[src/rtl/return_stack.sv]
// ============================================================================
// return_stack : parametrised LIFO for subroutine return addresses with
//                zero-latency top read, optional wrap-on-full, sticky errors.
// Revision 1.0
// ============================================================================
`default_nettype none

module return_stack #(
  parameter int WIDTH = 10,
  parameter int DEPTH = 8,
  parameter int WRAP  = 0
) (
  input  logic                       clk,
  input  logic                       reset,
  input  logic                       push,
  input  logic                       pop,
  input  logic [WIDTH-1:0]           din,
  input  logic                       clr_err,
  output logic [WIDTH-1:0]           dout,
  output logic [$clog2(DEPTH+1)-1:0] count,
  output logic                       empty,
  output logic                       full,
  output logic                       overflow,
  output logic                       underflow
);

  localparam int CW = $clog2(DEPTH+1);
  localparam int PW = $clog2(DEPTH);
  localparam logic [PW-1:0] C_WP_LAST = PW'(DEPTH-1);
  localparam logic [CW-1:0] C_CNT_MAX = CW'(DEPTH);

  logic [WIDTH-1:0] mem_q [DEPTH];
  logic [WIDTH-1:0] mem_d [DEPTH];
  logic [PW-1:0]    wp_q, wp_d;
  logic [CW-1:0]    count_q, count_d;
  logic             ovf_q, ovf_d;
  logic             unf_q, unf_d;

  logic [PW-1:0]    wp_inc, wp_dec;
  logic             is_empty, is_full;
  logic             ovf_set, unf_set;

  // Pointer wrap uses explicit compares so DEPTH need not be a power of two.
  assign wp_inc   = (wp_q == C_WP_LAST) ? '0 : wp_q + PW'(1);
  assign wp_dec   = (wp_q == '0) ? C_WP_LAST : wp_q - PW'(1);
  assign is_empty = (count_q == '0);
  assign is_full  = (count_q == C_CNT_MAX);

  always_comb begin
    mem_d   = mem_q;
    wp_d    = wp_q;
    count_d = count_q;
    ovf_set = 1'b0;
    unf_set = 1'b0;
    case ({push, pop})
      2'b10: begin
        if (!is_full) begin
          mem_d[wp_q] = din;
          wp_d        = wp_inc;
          count_d     = count_q + CW'(1);
        end else begin
          ovf_set = 1'b1;
          if (WRAP != 0) begin
            mem_d[wp_q] = din;
            wp_d        = wp_inc;
          end
        end
      end
      2'b01: begin
        if (!is_empty) begin
          wp_d    = wp_dec;
          count_d = count_q - CW'(1);
        end else begin
          unf_set = 1'b1;
        end
      end
      2'b11: begin
        if (!is_empty) begin
          mem_d[wp_dec] = din;
        end else begin
          // Replace on an empty stack degrades to a plain push.
          mem_d[wp_q] = din;
          wp_d        = wp_inc;
          count_d     = CW'(1);
          unf_set     = 1'b1;
        end
      end
      default: ;
    endcase
    ovf_d = ovf_set | (ovf_q & ~clr_err);
    unf_d = unf_set | (unf_q & ~clr_err);
  end

  always_ff @(posedge clk) begin
    if (!reset) begin
      wp_q    <= '0;
      count_q <= '0;
      ovf_q   <= 1'b0;
      unf_q   <= 1'b0;
    end else begin
      wp_q    <= wp_d;
      count_q <= count_d;
      ovf_q   <= ovf_d;
      unf_q   <= unf_d;
    end
  end

  always_ff @(posedge clk) begin
    if (reset) begin
      mem_q <= mem_d;
    end
  end

  assign dout      = is_empty ? '0 : mem_q[wp_dec];
  assign count     = count_q;
  assign empty     = is_empty;
  assign full      = is_full;
  assign overflow  = ovf_q;
  assign underflow = unf_q;

endmodule

`default_nettype wire

[config.mk]
export PLATFORM = sky130hd
export DESIGN_NAME = return_stack
export DESIGN_NICKNAME = d
export VERILOG_FILES = /design/src/rtl/return_stack.sv
export SDC_FILE = /design/constraint.sdc
export NUM_CORES = 1
export LEC_CHECK = 0
export ABC_AREA = 1
export CORE_MARGIN = 2
export CORE_UTILIZATION = 60
export CTS_CLUSTER_SIZE = 12
export DETAILED_ROUTE_END_ITERATION = 10
export PLACE_DENSITY = 0.78
export SETUP_SLACK_MARGIN = 0.05
export SLEW_MARGIN = 10
export SYNTH_ARGS = -nofsm -noshare
export SYNTH_HDL_FRONTEND = slang
export SYNTH_SLANG_ARGS = --single-unit
[constraint.sdc]
create_clock -name clk -period 3.1 [get_ports clk]
set_input_delay 0.62 -clock clk [delete_from_list [all_inputs] [get_ports clk]]
set_output_delay 0.62 -clock clk [all_outputs]
set_load 0.01 [all_outputs]
Fig. 1: run 1, signal wires on met3
Scale: 4 px per um.
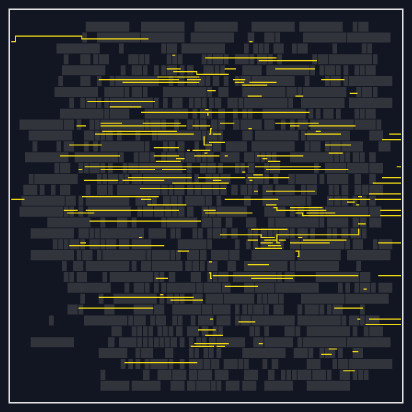
- longest straight run: 41.9 um
- wire length on this layer: 1210 um
- share of all routed wire: 8.6%
- main direction: horizontal
- nets with wire on the layer: 107
global routing usage on met3: 4.080%
Detailed Route WL: 14140 um
DR vias: 4594

Fig. 2: run 1, routed metal per tile
Scale: 4 px per um. 20 x 20 tiles, from dark purple (low) to yellow (high), scaled to the fullest tile. Values are wire area over tile area, all layers added.
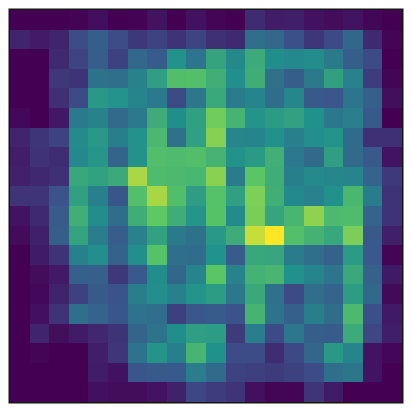
- densest ninth of the die: center
- fullest tile: 0.75
- tiles over half the peak: 25%
- mean over tiles: 0.25

==> notes.md, run 1 <==
This note records the results obtained with Yosys and OpenROAD.

Detailed routing
Per the detail_route log, the uppermost layer with routed signals is met4. The first-pass iteration count of the detailed router is 5. After detailed routing, the number of vias per cell comes to 5.997. Per the detail_route log, met2 wirelength is 6607 um. TritonRoute reported its final design rule violation total as 0.

After detailed routing, the average wire length per cell comes to 18.45 um.

STA
The post-route fraction of the period consumed by the critical path is 94.25%. The final timing report gives a worst setup slack of 0.1782 ns. The setup TNS after final layout is 0 ns. Setup repair after global routing left no endpoint under its margin. The final tally of max-slew violations is 0. The largest clock skew in the final design is 0.009755 ns. The number of endpoints failing setup at the final stage is 0. Timing would allow up to 0.3423 GHz. The worst-margin pin slew is 1.230 ns. The worst slack on hold paths is 0.4704 ns. For reference, the final report shows the hold violation count at 0.

Final layout
Per the final layout report, the fraction of cells sized above drive strength 1 comes to 17.48%. The register with the most flip-flops in the layout has 80 of them. The finished layout holds 766 standard cells, fillers aside. The clock network area share is 3.556%.

The most common logic cell in the routed design is sky130_fd_sc_hd__nand2_1. The number of signal-net inverters in the final layout is 122. The largest contributor to cell area by class is sequential cells.

The number of nets in the layout is 674. The total number of multi-input combinational cells is 375. The area taken by flip-flops and latches is 2582 sq um. There are 89 flip-flops and latches.

The total inserted antenna cells is 0. The combined area of the multi-input logic cells is 2115 sq um. The final cell utilization of the core is 69.27%. The number of buffers other than clock buffers in the final layout is 56. After routing the design area is 5982 sq um.

Power and ir drop
Per report_power, the Sequential row totals 1.64 mW. The power report lists the combinational group at 1.69 mW. The biggest slice of the total power is consumed by combinational cells. The switching portion of total power is 38.04%.

The largest vdd supply drop is 0.3329 mV. The clock group total power is 874 uW. The power density over cell area is 703.3 nW/um^2. The internal power of the cells is 2.607 mW. The post-route total power is 4.207 mW. The combinational fraction of design power is 40.3%.

Synthesis
After synthesis, the design contains 626 cells according to Yosys. The post-synth tally of flip-flops with integrated enable is 80. The number of nets in the synthesized netlist is 647. Summing the areas of all compound-gate instances in the mapped netlist gives 19.14% of the synthesized area. The area fraction in and, or, nand and nor cells after synthesis is 17.51%. In the synthesized netlist, the number of instances is 626. The largest family of logic cells by area is AND-OR/OR-AND gates. Yosys printed 0 warnings. The cell-mix breakdown from Yosys lists the XOR/XNOR area share as 0.4955%. The multiplexer share of the synthesized area is 0%. The cell taking the most area after synthesis is sky130_fd_sc_hd__edfxtp_1. The synthesis report lists the most area-consuming cells as sky130_fd_sc_hd__edfxtp_1 (45%), sky130_fd_sc_hd__nand2_1 (12%), sky130_fd_sc_hd__o211ai_1 (11%). The post-synthesis sequential element count is 89.

The mean instance size in the synthesized netlist is 8.471 sq um. The synthesized-area fraction occupied by adder cells is 1.416%. The share of the yosys chip area belonging to registers is 48.70%. The most frequently used flop master after synthesis is sky130_fd_sc_hd__edfxtp_1.

GRT
The met2 usage is 47.15%. The global router's overall resource usage is 29.76%. The global router reports that the layer with the highest usage is met2.

Entering global routing, the biggest net connects 47 pins. The first global-routing pass estimated 22240 um of wire. The via count of the first global-routing pass is 4353. Recorded from the global router log, the overflow total was 0.

Worst setup path
The required time at the worst endpoint is listed as 2.48 ns. The top fanout value on the critical path is 9. The count of cells along the worst register-to-register path is 12.

Per STA, the worst path accumulates the most delay in the family buffers and inverters. For reference, the most critical setup path is categorized as reg -> out. Walking the worst path, the cells encountered are inv_2 -> ha_1 -> ha_1 -> inv_2 -> nor2_1 -> buf_4 -> nand3_1 -> nand3_1 -> a221oi_2 -> dlygate4sd2_1.

The start point of the critical path is wp_q[0]. The reg-to-reg endpoint is mem_q[49]. The register-to-register setup slack is 0.76 ns. The launch point of the worst reg-to-reg path is wp_q[0].

Per the STA report, the cell with the highest stage delay on the worst path is sky130_fd_sc_hd__dfxtp_1. Among all stages on the critical path, the maximum delay recorded is 0.35 ns. Along the critical path, the tally of buffer and inverter instances is 4. STA classifies the critical path endpoint as an output pin.

The kind of start point of the critical path is a register.

Flow run
The tool warning count is 27. The number of max-cap violations is 0.

Die
The core region is 8636 sq um. The initial core utilization is 61.40%. The die footprint is 9606 sq um. The design received a total of 108 well taps at floorplan. The I/O pin count is 33. The die is 98.01 um tall.

From left edge to right edge, the die measures 98.01 um. The number of core rows is 34.

CTS
The clock transition at the registers of the reported paths is 0.09 ns. The count of cells resized by post-cts repair is 13. The clock reaches the later pin of the worst-skew pair after 0.36 ns. The maximum number of buffers from clock root to sink is 2. The root buffer cell is sky130_fd_sc_hd__clkbuf_8. The hold buffer count at CTS is 0. The CTS tree is yes.

Min path
The most critical min-delay path falls under reg -> reg. In the hold timing report, the worst path depth is 2. The worst hold path terminates at overflow.

Outcome
The run finished with clean final reports.

Placement
The placed instance area is 5736 sq um. The placer congestion estimate is 0.9454. The detailed placer's ending HPWL is 9596 um. In this run, placement finished with an instance count of 750. Per the placement log, port buffering inserted 32 buffers. STA on the placed design reports a worst setup slack of 0.09729 ns.
Fig. 3: run 1, cell sizes after repair
Scale: 3 px per um.
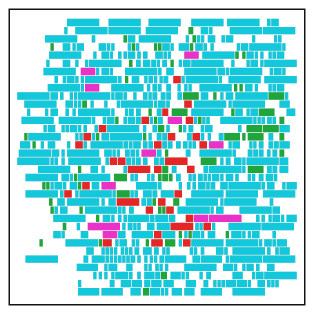
- red: drive 3 to 4 (cells 32)
- magenta: drive 6 and up (cells 11)
- cyan: drive 1 or less (cells 543)
- green: drive 2 (cells 72)

## Run 2: what changed since run 1
- SETUP_SLACK_MARGIN: 0.05 -> 0.15
Fig. 4: run 2, clock wiring as the flow saved it
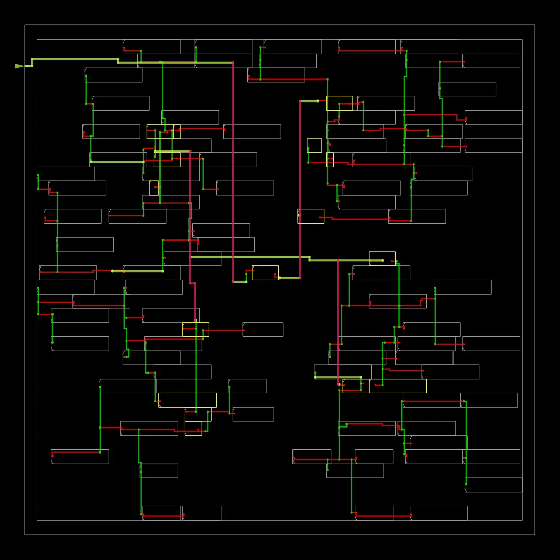
Layout clock buffers: 11
sink count of the clock tree: 89
clock insertion delay at the later pin of the skew report: 0.36 ns

Fig. 5: run 2, cell classes on the final placement
Scale: 4 px per um.
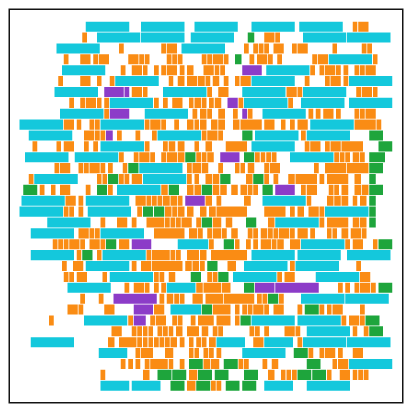
- green: other buffers and delay cells (cells 57; share of their area 8.2%)
- purple: clock drivers and dummy loads (cells 16; share of their area 3.6%)
- orange: all other logic (cells 497; share of their area 44%)
- cyan: flops (cells 89; share of their area 44%)

==> notes.md, run 2 <==
This note records the results obtained with Yosys and OpenROAD.

STA
The final hold violation count recorded for this run is 0. At the pin with the least slew margin, the transition time is 1.177 ns. The maximum clock rate is 0.3556 GHz. The worst slack on hold paths is 0.4706 ns. The number of endpoints failing setup at the final stage is 0. Max-slew check failures listed in the final report amount to 0. The max-slew headroom at the worst pin is 21.09%. The routed design could run at a clock period as short as 2.812 ns. The largest clock skew in the final design is 0.01011 ns. The setup TNS after final layout is 0 ns. Setup repair after global routing left no endpoint under its margin. Dividing the final minimum period by the clock period gives 90.70%.

GRT
For met2 alone, demand over resource in global routing was 47.95%. The via count of the first global-routing pass is 4370. The global router reports that the layer with the highest usage is met2. The total overflow left after global routing is 0. The global routing usage on met1 is 41.05%. The met3 routing resource usage after global routing is 3.794%.

The first global-routing pass estimated 22430 um of wire. Summed over all routing layers, the global router reports a total usage of 29.93%. The initial antenna violation count is 0.

Entering global routing, the biggest net connects 47 pins.

Final layout
The final antenna diode tally reported by the flow is 0. Clock tree buffers and inverters occupy 3.545% of the routed design's cell area. The most common logic cell in the routed design is sky130_fd_sc_hd__nand2_1. The number of flip-flops in the largest register is 80.

The combined area of the multi-input logic cells is 2127 sq um. The register with the highest flop count is mem_q. At the end of the flow, the number of nets in the layout was 675. The post-route utilization of the core is recorded as 69.47%. Leaving out the clock tree, the finished layout contains an inverter count of 122. The largest contributor to cell area by class is sequential cells.

The final-layout non-clock buffer area share is 7.987%. The total number of multi-input combinational cells is 375. The share of cell area taken by flip-flops and latches is 43.09%.

Ranking logic cells in the layout by count gives the top entries sky130_fd_sc_hd__nand2_1 (168), sky130_fd_sc_hd__o211ai_1 (80), sky130_fd_sc_hd__edfxtp_1 (80). Of the cells placed in the final design, the portion with a size suffix greater than 1 is 18.51%. The filler cells instantiated in the layout total 668. The sequential cells in the finished layout cover a total of 2585 sq um. Once layout is complete, the cells apart from fillers number 767. In the final layout, multi-input gates take up 35.45% of the cell area. The total number of sequential cells is 89.

Detailed routing
The total via count after detailed routing is 4563. For this block, the initial DRC count from the detailed router was 550. The total detailed-routing wirelength is 14090 um.

In the final routing, the length of wire on met1 measures 5663 um. The first-pass iteration count of the detailed router is 6. The via density per instance is 5.949. The final routed DRC violation total is 0.

The uppermost layer routed is met4. Once detail routing completed, the nets flagged for antenna violations numbered 0. The met3 wire length is 1229 um.

The met2 layer wire length in the routed design is 6666 um. The script logs the mean routed wire length per placed instance as 18.37 um.

Power and ir drop
The sequential group power is 1.64 mW. The share of total power dissipated in combinational logic is 40.4%. Summing internal, switching and leakage power gives 4.225 mW. The switching portion of total power comes to 37.88%. The flow reported a cell area power density of 704.2 nW/um^2. The internal portion of the total power is 2.624 mW.

The highest-power group is combinational cells. The largest vdd supply drop is 0.3344 mV. The net load switching power is 1.600 mW. The relative contribution of the clock network to total power is 20.7%. The leakage power is 2.532 nW.

Looking at the power breakdown, sequential logic takes 38.8% of the total. The power drawn by the combinational cells is 1.71 mW. The clock group total power is 875 uW.

Worst setup path
The critical path in this run is classified as reg -> out. Per STA, the endpoint of the critical path is dout[7]. The start point of the critical path is wp_q[0].

The number of buffers and inverters on the critical path is 4. The data required time of the worst path is 2.48 ns. The critical path endpoint category is an output pin. The worst stage delay on the critical path is 0.34 ns. The number of cells on the critical path is 10. The launch point of the worst reg-to-reg path is wp_q[0]. The OpenROAD report gives the critical path a data arrival time of 2.19 ns.

The category of cells accounting for the largest share of critical-path delay is buffers and inverters. For this design, the slowest cell found on the critical path is sky130_fd_sc_hd__dfxtp_2. Walking the worst path, the cells encountered are inv_2 -> ha_1 -> ha_4 -> inv_2 -> nor2_1 -> buf_4 -> nand3_1 -> nand3_1 -> a221oi_2 -> clkdlybuf4s15_2. The reg-to-reg endpoint is mem_q[49]. The top fanout value on the critical path is 9. STA classifies the critical path startpoint as a register. Measured in cells, the most critical reg-to-reg path has a length of 12. The register-to-register setup slack is 0.82 ns.

CTS
The clock transition at the registers of the reported paths is 0.09 ns. Buffers inserted to repair hold after CTS numbered 0. Counting along the longest clock path gives a buffer depth of 2.

Counting the buffers created by CTS gives 9. Gates resized during post-CTS repair numbered 26. In this run the post-CTS setup repair buffer count came out at 1.

Clock tree synthesis selected as its root buffer the cell sky130_fd_sc_hd__clkbuf_8. The CTS tree is yes.

Placement
In this run, placement finished with an instance count of 750. The post-placement cell area is 5736 sq um. The detailed placer's ending HPWL is 9596 um. Per the post-place timing report, worst setup slack is 0.09729 ns. Routability-driven placement finished with a final weighted congestion of 0.9454.

The count of buffers from port buffering is 32.

Synthesis
The share of the yosys chip area belonging to registers is 48.70%. The synthesized-area fraction occupied by ao, oa, aoi and oai cells is 19.14%. The synthesized instance count is 626. The cell taking the most area after synthesis is sky130_fd_sc_hd__edfxtp_1. After synthesis, the largest family of logic cells by area is AND-OR/OR-AND gates. The synthesized design contains 80 enable-type register cells. The portion of synthesized area spent on multiplexers is 0%.

For reference, simple AND, OR, NAND and NOR cells occupy 17.51% of the area reported after synthesis. For reference, full adder, half adder and majority cells occupy 1.416% of the area reported after synthesis. The fraction of synthesized cell area taken by the top area cell type is 45.30%. In this run the mean area of a mapped cell was 8.471 sq um. The area of the mapped netlist is 5303 sq um.

The post-synthesis sequential element count is 89. The area figure in the yosys stat output is 5303 sq um. The number of nets in the synthesized netlist is 647. Among all flip-flop cells after synthesis, the most frequent one is sky130_fd_sc_hd__edfxtp_1. The commonest cells after synthesis are sky130_fd_sc_hd__nand2_1 (171), sky130_fd_sc_hd__edfxtp_1 (80), sky130_fd_sc_hd__o211ai_1 (80). The count of instantiated cells in the yosys netlist is 626. By area the synthesized netlist is led by sky130_fd_sc_hd__edfxtp_1 (45%), sky130_fd_sc_hd__nand2_1 (12%), sky130_fd_sc_hd__o211ai_1 (11%). The count of yosys warnings during synthesis is 0. The synthesized-area fraction occupied by xor and xnor cells is 0.4955%. The fraction of registers with async set or reset after synthesis is 0%.

Flow run
The number of max-cap violations is 0. The tool warning count is 28.

Die
The area of the core is 8636 sq um. The horizontal die dimension reported for this design is 98.01 um. The die footprint is 9606 sq um.

The I/O pin count is 33. After floorplanning, the core was divided into 34 placement rows. The initial utilization of the core area, before any placement, comes to 61.40%. The y dimension of the die is 98.01 um. Across the placement rows, the number of tap cells is 108.

Min path
STA shows the worst min-delay path finishing at overflow. The tightest min-delay check is of the reg -> reg type. Hold analysis shows the worst path with a depth of 2.

Outcome
The flow ran to the end, and the final reports show no timing, DRC or antenna violations.
Fig. 6: run 2, cell sizes after repair
Scale: 3 px per um.
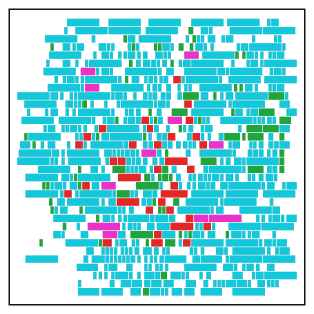
number of buffers outside the clock class in the layout: 57
PnR worst setup slack: 0.2882 ns
Design Area, Final: 6000 sq um
relative area change from synthesis to final layout: 13.14%

Power is estimated from default activity; no workload was simulated.
